### Metal 1

Cells faint in the background.
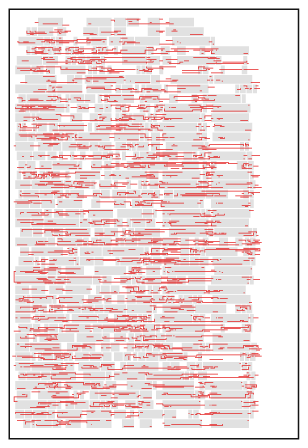
### Met2 routing

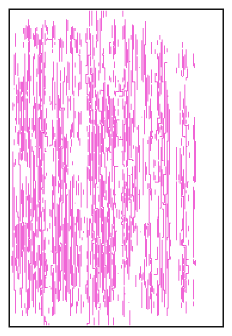
### Met3 routing

Cells faint in the background.
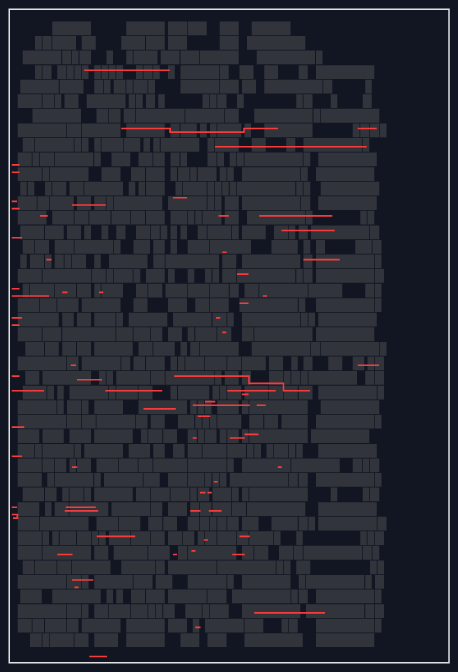
### Metal 4

Scale bar: 20 um. Cells faint in the background.
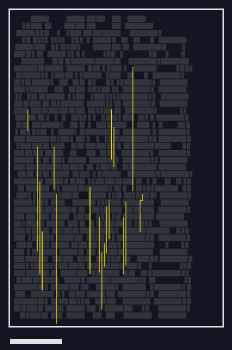
### Routing congestion map

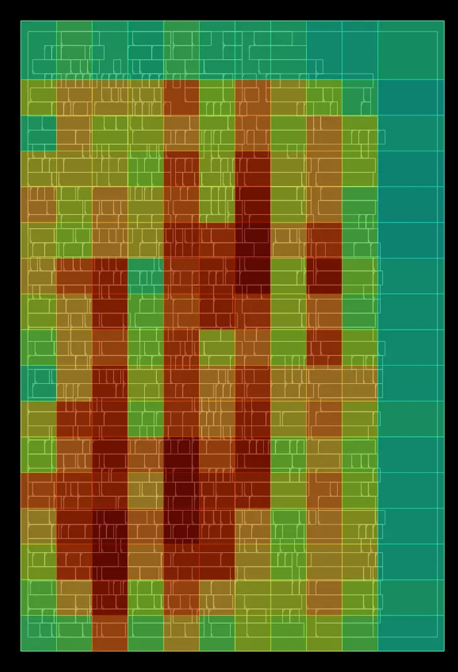
==> config.mk <==
export PLATFORM = sky130hd
export DESIGN_NAME = relu_maxpool2
export DESIGN_NICKNAME = d
export VERILOG_FILES = /design/src/rtl/relu_maxpool2.sv
export SDC_FILE = /design/constraint.sdc
export NUM_CORES = 1
export LEC_CHECK = 0
export ABC_AREA = 1
export CAP_MARGIN = 25
export CORE_ASPECT_RATIO = 1.5
export CORE_UTILIZATION = 50
export DETAILED_ROUTE_END_ITERATION = 8
export PLACE_DENSITY = 0.69
export RECOVER_POWER = 25
export SETUP_SLACK_MARGIN = 0.4
export SLEW_MARGIN = 25
export SYNTH_ARGS = -nofsm -noshare
export SYNTH_HDL_FRONTEND = slang
export SYNTH_SLANG_ARGS = --single-unit
==> constraint.sdc <==
create_clock -name clk -period 4.57 [get_ports clk]
set_input_delay 1.371 -clock clk [delete_from_list [all_inputs] [get_ports clk]]
set_output_delay 1.371 -clock clk [all_outputs]
set_load 0.03 [all_outputs]
==> out/metrics.cfg <==
[status]
run_status = completed

[layout]
layout.non_clock_inverters = 84
final-seq-area_mm2 = 0.00226
largest_reg_flops = 52
layout.area.comb_mm2 = 0.00261
clockBufferCount = 12
num-multi-input-gates = 343
comb_area_share_pct = 38.6
area.share.sequential_pct = 33.5

[synth]
synth_cells = 535
ys.flop_type = sky130_fd_sc_hd__edfxtp_1
synthesis.area_mm2 = 0.00478
synth_compound_gate_area_share_pct = 8.56
topCombFamilyByArea = simple AND/OR/NAND/NOR gates
synth-edff-count = 52

[critical_path]
worst_setup_path_start_kind = input pin
crit_cells = 28
ff2ff_path_depth = 25

[global_routing]
grt_antenna_before_repair = 0
grt_start_max_net_pins = 27
global_route.overflow_total = 0
grt_first_pass_wirelength_um = 18300

[place]
routabilityCongestion = 0.828
dp_hpwl_um = 7470

[drt]
drt_iter0_drc = 200

[die]
dieHeight_um = 122
placement_rows = 43

[timing]
timing.max_slew.rel_slack_pct = 32.4

[pwr]
dominant_power_group = sequential cells
power.share.clock_pct = 33.1

[clock_network]
htree_levels = 3

## Picture notes: 'Metal 1'
The layer holds 37% of the routed length. The wires run mostly horizontal. The layer carries 4,560 um of wire.
total wire length after detailed routing: 12,300 um
via count: 4,021
GR met1 Demand/Resource: 26.5%

## Picture notes: 'Met2 routing'
585 nets have wire on it. The layer carries 7,050 um of wire.
met2 capacity usage during global routing: 45.0%

## Picture notes: 'Met3 routing'
The layer holds 2.3% of the routed length. The layer carries 287 um of wire.
GRT met3 Usage: 4.12%

## Picture notes: 'Metal 4'
The layer holds 3.5% of the routed length. The layer carries 433 um of wire. 15 nets have wire on it. The longest straight run is 49.6 um.

## Picture notes: 'Routing congestion map'
average wire length per cell after detail routing: 16.3 um
final core area utilization: 73.0%

-- per-stage QoR --
stage                     total power, mW  utilization [%]
final                                2.14             73.0
after global routing                 2.22             73.0
after CTS                            2.05             69.2
after detailed placement             1.27             61.0
after global placement               1.26             61.0
after floorplan                      1.13                -
-- per-layer routing --
metal / share of wire [%] / GRT usage [%] / up-vias
li1: - / - / 1967
met1: 37 / 26.5 / 1922
met2: 57 / 45.0 / 93
met3: 2.3 / 4.12 / 39
met4: 3.5 / 11.7 / 0
met5: 0 / 0 / -
-- worst min-delay path: stages (launching register included) --
cell and delay [ps]:
sky130_fd_sc_hd__dfxtp_1 310, sky130_fd_sc_hd__nand2_1 70, sky130_fd_sc_hd__a21oi_2 50
Power figures rest on the tool's default switching activity, not on a simulated workload.
